==> config.mk <==
export PLATFORM = sky130hd
export DESIGN_NAME = dmem_arbiter_flat
export DESIGN_NICKNAME = d
export VERILOG_FILES = /design/src/rtl/dmem_arbiter_if.sv /design/src/rtl/dmem_arbiter.sv /design/src/flat_wrapper.sv
export SDC_FILE = /design/constraint.sdc
export NUM_CORES = 1
export LEC_CHECK = 0
export CAP_MARGIN = 20
export CORE_UTILIZATION = 32
export CTS_CLUSTER_SIZE = 30
export DETAILED_ROUTE_END_ITERATION = 10
export PLACE_DENSITY = 0.79
export SYNTH_ARGS = -nofsm -noshare
export SYNTH_HDL_FRONTEND = slang
export SYNTH_SLANG_ARGS = --single-unit
==> constraint.sdc <==
create_clock -name clk -period 1.5 [get_ports clk]
set_input_delay 0.3 -clock clk [delete_from_list [all_inputs] [get_ports clk]]
set_output_delay 0.3 -clock clk [all_outputs]
set_load 0.005 [all_outputs]
run_1/pdn.png
Scale bar: 20 microns. Pins as bars on the die edge.
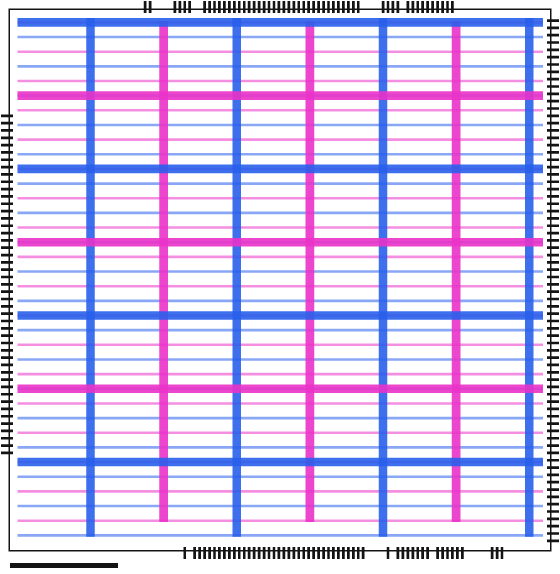
colour	net
magenta	VDD
blue	VSS
signal pins	224
rows	35
Die Ht: 100 microns
CORE AREA: 0.00928 sq mm
VDD IR max: 0.953 mV
die width: 100 microns

run_1/cell_classes.png
Scale bar: 20 microns.
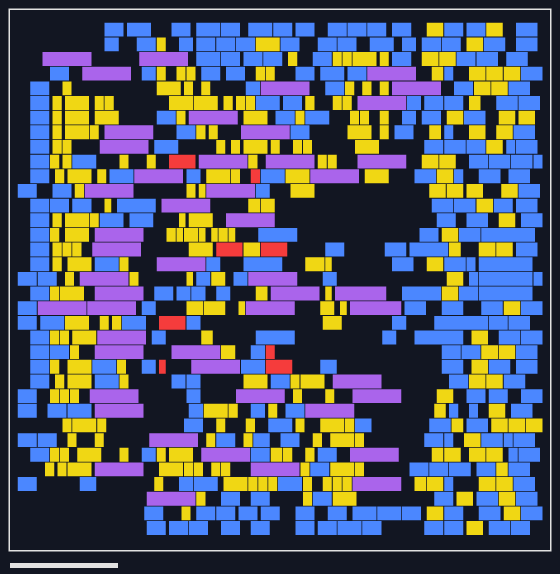
colour	class	cells	share of their area
red	clock drivers and dummy loads	8	1.4%
blue	other buffers and delay cells	269	48%
purple	flip-flops	49	21%
yellow	all other logic	253	30%
Rows: 35
fin util: 66.1%
Seq area share: 20.0%

run_1/clock_map.png
Scale bar: 20 microns.
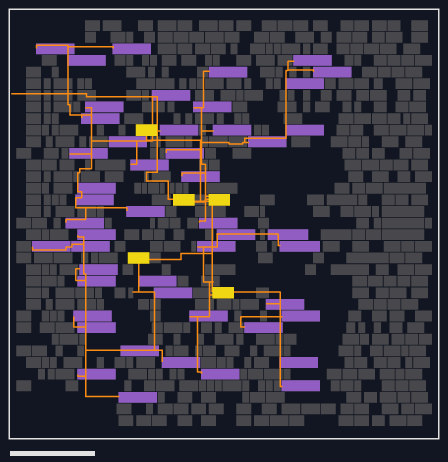
[yellow] cells driving clock nets | count: 5
[orange] clock wires | length: 636 microns
[purple] flip-flops | count: 49
routed clock nets	6
Power Clock: 0.774 mW
clock power share: 8.3%
clk_skew: 0.00405 ns

==> job_summary.md, run 1 <==
### Metrics collected by this job

| Metric | Value |
|---|---|
| Outcome | complete, but fails checks |
| Failing checks | negative setup slack |
| Synth area leader | dfrtp_1 |
| Most frequent cell after synthesis | and2_1 |
| Bufs on Longest Clock Path | 2 |
| Clk latency late pin | about 0.3 ns |
| Type of the worst min-delay path | input port to asynchronous set/reset pin |
| Final HPWL DP | approximately 8400 microns |
| Critical Path AT | roughly 1.3 ns |
| DP Worst Slack | -0.257 ns |
| Top cell excl fill/tap | clkdlybuf4s50_1 |
| Top cell by count, worst path | buf_6 |
| Most Crowded Layer GR | met2 |
| Initial Utilization | 33.2% |
| Logic pwr share | about 66% |
| Final worst setup slack | -0.0882 ns |
| Num ports | ~220 |
| CTS tree | yes |
| Top cells by count, synth | and2_1, dfrtp_1, nand3_1, o21ai_0 |
| Vias/cell | 5.02 |
| Vias in the first global route | 3533 |
| Cell count listed in synth_stat.txt | between 300 and 400 |
| Most instantiated logic cells after routing | clkdlybuf4s50_1, buf_6, and2_4 |
| Met3 wire length | 924 microns |
| Finish-stage setup viols | approximately 47 |
| Setup Buffers After CTS | 8 |
| Psw | between 3 and 4 mW |
| Tool warnings | 30 |
| Synth unique cells | 24 |
| Final Cycle Share | 106% |
| DRC | 0 |
| Synth warnings | 0 |
| Number of fill cells | 749 |
| Syn avg cell area | 9.05 sq um |
| 1st-pass router iterations | 4 |
| GR Overflow Total | 0 |
| Routed via count | approximately 3600 |
| Area share, top type | about two fifths |
| CTS Root Cell | clkbuf_8 |
| R2R depth | 4 |
| Fmax | 0.630 GHz |
| Area fraction in mux cells | less than 1% |
| # H-tree levels | 2 |
| Top Consumer | combinational cells |
| Number of flip-flops in the largest register | 32 |
| Worst-path fanout max | 8 |
| CP required | 1.20 ns |
| Power density over the cells | 1530 mW/mm^2 |
| Xor/xnor share | 0% |
| Placed Instances | 677 |
| Max layer used | met4 |
| Pleak | between 2 and 3 nW |
| Drt total wl | 12000 microns |
| Placer Congestion | just under 0.8 |
| Aoi share | between 30% and 40% |
| Antenna-violating nets left | 0 |
| Total Power | 9.38 mW |
| IO Port Bufs | 223 |
| Slowest CP cell | dfrtp_2 |
| Fin. Hold Viols | 0 |
| GRT Util Overall | 22.0% |
| Synthesized cell area | 0.00309 sq mm |
| # Max-Cap Violations | 0 |
| Dominant comb cell | AND-OR/OR-AND gates |
| Worst Setup End Kind | output port |
| EDFF count, synth | 0 |
| Synth Seq Share | 39.7% |
| Num CTS Buffers | 5 |
| CP bufs+invs | 3 |
| Synthesis-to-finish area growth | 98.8% |
| Pint | approximately 6.1 mW |
| Biggest area cells | dfrtp_1, a31oi_2, and2_1 |
| Final Slew Violations | 0 |
| Ys async rst share | 100% |
| Die area | 0.0100 sq mm |
| Kind of critical path | flip-flop to output port |
| DRT iter0 DRCs | 173 |
| Dominant delay contributor by cell family on the critical path | flip-flops |
| Met1 Use GR | 20.5% |
| Share of layout cells above drive strength 1 | ~38% |
| Crit-path max cell delay | 0.46 ns |
| Cell Chain, Critical Path | buf_6 > buf_16 > and2_4 > buf_6 |
| Simple-Gate Area Share | 21.9% |
| Switching part of the total | a little over a third |
| CP Depth | 4 |
| Reg2reg setup slack | 0.16 ns |
| Met1 WL | 4020 microns |
| Seq group | around 2.4 mW |
| Synth Net Count | 459 |
| Final cell count without fillers | 709 |
| Initial antenna violation count | 1 |
| Clk slew on worst S/H paths | 0.09 ns |
| Post-CTS Hold Fix Bufs | 0 |
| RSZ-0062 raised after global routing | true |
| Final #Nets | about 700 |
| Ys flop type | dfrtp_1 |
| Met2 Use GR | between 40% and 50% |
| Flops after synth | between 40 and 50 |
| Headroom to the max-slew limit | between 80% and 90% |
| Met2 wire len | about 6600 microns |
| First-pass GRT wire length | between 15000 and 20000 microns |
| Largest net degree at the start of global routing | roughly 50 |
| Yosys synthesis chip area | 0.00309 sq mm |
| Adder Area Share | less than 1% |
| Comb pwr | a little over 6 mW |
| WL/cell | approximately 17 microns |
| Synth Instances | 341 |
| Tmin final | 1.59 ns |
| Clock sinks | 49 |
| Startpoint types | flip-flop |
| GR Util met3 | 5.64% |
| Cts repair resizes | ~320 |
| Sequential Power Share | between 20% and 30% |
==> run 1: through the flow <==
step / area (sq um) / hold WS [ns] / TNS (ns)
final: 6140 / 0.343 / -2.54
after global routing: 6140 / 0.373 / -4.08
after CTS: 5780 / 0.358 / -3.93
after detailed placement: 5550 / 0.465 / -22.32
after global placement: 5550 / 0.463 / -20.32
after floorplan: 3090 / 0.454 / 0
==> run 1: final cells by class <==
type	instances	area (sq um)	share of cell area (%)
inverters	5	18.8	0.306
clock inverters	2	10.0	0.163
repair buffers	269	2840	46.3
clock buffers	6	72.6	1.18
well taps	129	161	2.63
flip-flops and latches	49	1230	20.0
diodes	1	2.50	0.0408
multi-input cells	248	1800	29.3
==> run 1: worst min-delay path, cell delays in order <==
cell and delay [ns]:
clkdlybuf4s50_1 0.41, inv_2 0.07, buf_12 0.26
run_1/metal_stack.png
Only two layers are drawn.
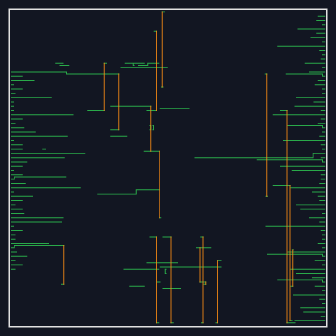

==> inputs of run 2 (changes only) <==
--- a/config.mk
+++ b/config.mk
@@ -6,6 +6,7 @@
 export NUM_CORES = 1
 export LEC_CHECK = 0
 export CAP_MARGIN = 20
+export CORE_ASPECT_RATIO = 0.8
 export CORE_UTILIZATION = 32
 export CTS_CLUSTER_SIZE = 30
 export DETAILED_ROUTE_END_ITERATION = 10
==> constraint.sdc (replaced) <==
create_clock -name clk -period 1.5 [get_ports clk]
set_input_delay 0.3 -clock clk [delete_from_list [all_inputs] [get_ports clk]]
set_output_delay 0.3 -clock clk [all_outputs]
set_load 0.01 [all_outputs]
run_2/metal_stack.png
Only two layers are drawn.
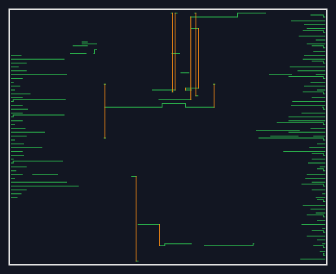
colour	layer	wire length
green	met3	891 microns
orange	met4	200 microns
WL/cell: 17.7 microns
GRT Util Overall: 23.5%

==> run 2 against run 1 <==
The run ends with design-rule violations, negative setup slack left. Critical path depth stayed put. Via count is 1.7% lower. Non-clock buffer count is 11 lower. Clock power is 42% higher. Critical endpoint is now bus_dbg_rdata[23]. Sequential share of layout area is 0.16 points higher. Highest routed layer unchanged.
==> job_summary.md, run 2 <==
### Metrics collected by this job

| Metric | Value |
|---|---|
| GR Overflow Total | 0 (unchanged) |
| Placed instance area | 0.00557 sq mm (+0.32%) |
| RSZ-0062 raised after global routing | true |
| Synthesis-to-finish area growth | 97.0% |
| Tap cells | 115 (-11%) |
| Adder Area Share | 0.811% (unchanged) |
| Ys async rst share | 100% (unchanged) |
| Sequential Power Share | 24.6% (-0.8 points) |
| Psw | 3.69 mW (+11%) |
| Clock power share | 11.3% (+3.0 points) |
| Cell count listed in synth_stat.txt | 341 (unchanged) |
| Xor/xnor share | 0% (unchanged) |
| Vias in the first global route | 3501 (-0.91%) |
| Synthesized cell area | 0.00309 sq mm (unchanged) |
| Seq area share | 20.2% (+0.16 points) |
| Flops after synth | 49 (unchanged) |
| Design Area, Final | 0.00608 sq mm (-0.92%) |
| Die area | 0.0100 sq mm (about the same) |
| Pleak | 2.66 nW (-1.6%) |
| # Max-Cap Violations | 0 (unchanged) |
| Post-CTS Hold Fix Bufs | 0 (unchanged) |
| Dominant comb cell | AND-OR/OR-AND gates |
| Placer Congestion | 0.805 (+1.7%) |
| Reg2reg setup slack | 0.22 ns (+0.06 ns) |
| Worst Hold Slack | 0.369 ns (+0.0258 ns) |
| Die Ht | 89.8 microns (-10%) |
| Type of the worst min-delay path | input port to asynchronous set/reset pin |
| Comb. cell area | 0.00179 sq mm (-0.70%) |
| Non-clock buffer count | 258 (-4.1%) |
| VDD IR max | 0.677 mV (-29%) |
| CORE AREA | 0.00919 sq mm (-0.98%) |
| Sequential standard cell area | 0.00123 sq mm (-0.10%) |
| IO Port Bufs | 223 (unchanged) |
| Fin. Hold Viols | 0 (unchanged) |
| CLK BUF | 5 (-1) |
| R2R depth | 4 (unchanged) |
| CTS Root Cell | clkbuf_16 |
| Clk latency late pin | 0.29 ns (about the same) |
| Cts repair resizes | 338 (+7.0%) |
| Kind of critical path | flip-flop to output port |
| Critical Path AT | 1.27 ns (-0.02 ns) |
| Fmax | 0.638 GHz (+1.4%) |
| Tmin final | 1.57 ns (-0.0219 ns) |
| Final #Nets | 685 (-1.6%) |
| Combinational gate count | 248 (unchanged) |
| ClkCell Share | 2.35% (+1.0 points) |
| Area fraction in mux cells | 0.324% (unchanged) |
| Final Slew Violations | 0 (unchanged) |
| Flops | 49 (unchanged) |
| Top cell excl fill/tap | clkdlybuf4s50_1 |
| Num CTS Buffers | 5 (unchanged) |
| Ant diodes | 0 (-1) |
| Clock sinks | 49 (unchanged) |
| Worst Tran Pin Value | a little over 0.3 ns |
| Drt total wl | 12100 microns (+1.1%) |
| Combinational fraction of the cell area | 29.4% (+0.066 points) |
| Setup TNS | -1.75 ns (+0.788 ns) |
| Clk_skew | 0.00474 ns (+0.000688 ns) |
| Syn avg cell area | 9.05 sq um (unchanged) |
| Worst-path fanout max | 4 (-4) |
| Headroom to the max-slew limit | 79.6% (-1.4 points) |
| Biggest area cells | dfrtp_1, a31oi_2, and2_1 |
| Synth warnings | 0 (unchanged) |
| Synth Instances | 341 (unchanged) |
| Synth unique cells | 24 (unchanged) |
| Bufs on Longest Clock Path | 2 (unchanged) |
| Vias/cell | 5.12 (+2.1%) |
| EDFF count, synth | 0 (unchanged) |
| Final worst setup slack | -0.0664 ns (+0.0219 ns) |
| Synth Net Count | 459 (unchanged) |
| Most frequent cell after synthesis | and2_1 |
| Setup Buffers After CTS | 5 (-3) |
| Total Power | 9.71 mW (+3.5%) |
| Largest net degree at the start of global routing | 50 (unchanged) |
| Finish-stage setup viols | 47 (unchanged) |
| Simple-Gate Area Share | 21.9% (unchanged) |
| 1st-pass router iterations | 7 (+3) |
| DP Worst Slack | -0.327 ns (-0.0701 ns) |
| Invs w/o clock | 5 (unchanged) |
| Clk slew on worst S/H paths | 0.07 ns (-0.02 ns) |
| Failing checks | design-rule violations, negative setup slack |
| Power density over the cells | 1600 mW/mm^2 (+4.4%) |
| Die width | 112 microns (+12%) |
| CP required | 1.20 ns (about the same) |
| Number of fill cells | 718 (-4.1%) |
| # H-tree levels | 2 (unchanged) |
| Yosys synthesis chip area | 0.00309 sq mm (unchanged) |
| Final Cycle Share | 104% (-1.5 points) |
| Synth area leader | dfrtp_1 |
| Final cell count without fillers | 683 (-3.7%) |
| Most instantiated logic cells after routing | clkdlybuf4s50_1, buf_6, and2_4, dfrtp_1 |
| Share of layout cells above drive strength 1 | 35.7% (-2.1 points) |
| DRC | 16 (+16) |
| Pint | 6.02 mW (-0.64%) |
| Outcome | complete, but fails checks |
| Fin util | 66.1% (about the same) |
| Ys flop type | dfrtp_1 |
| Antenna-violating nets left | 0 (unchanged) |
| DRT iter0 DRCs | 179 (+3.5%) |
| Initial antenna violation count | 0 (-1) |
| Routed via count | 3500 (-1.7%) |
| Switching part of the total | 38.0% (+2.6 points) |
| Initial Utilization | 33.6% (+0.33 points) |
| Worst Setup End Kind | output port |
| Final HPWL DP | 8310 microns (-0.86%) |
| Logic pwr share | 64.1% (-2.2 points) |
| Top cells by count, synth | and2_1, dfrtp_1, nand3_1, o21ai_0 |
| Startpoint types | flip-flop |
| CTS tree | yes |
| Tool warnings | 30 (unchanged) |
| Area share, top type | 39.7% (unchanged) |
| Num ports | 224 (unchanged) |
| Rows | 31 (-11%) |
| Aoi share | 30.4% (unchanged) |
| Buffering overhead | 45.4% (-0.93 points) |
| Placed Instances | 664 (-1.9%) |
| Synth Seq Share | 39.7% (unchanged) |
| Dominant kind of cell | buffers |
| First-pass GRT wire length | 18900 microns (+9.1%) |
| Number of flip-flops in the largest register | 32 (unchanged) |
## run 2: metal layers
metal  part of all wire [%]  global-route usage (%)  vias to the layer above
met5                      0                       0                        -
met4                    1.6                    6.53                        0
met3                    7.4                    4.99                       21
met2                     49                    40.5                      147
met1                     42                    29.6                     1668
li1                       -                       -                     1664
## run 2: power groups by stage
stage / registers (mW) / logic (mW) / clock network, mW
after CTS: 2.40 / 6.08 / 1.12
after global placement: 2.40 / 5.53 / 0
after detailed placement: 2.42 / 5.65 / 0
after global routing: 2.48 / 6.59 / 1.18
after floorplan: 2.63 / 2.43 / 0
final: 2.39 / 6.22 / 1.10
## run 2: critical path, stage by stage, from the launching register on
cell and delay, ns:
dfrtp_2 0.44, buf_12 0.15, clkbuf_16 0.15, and2_4 0.13, buf_6 0.11
Power is estimated from default activity; no workload was simulated.
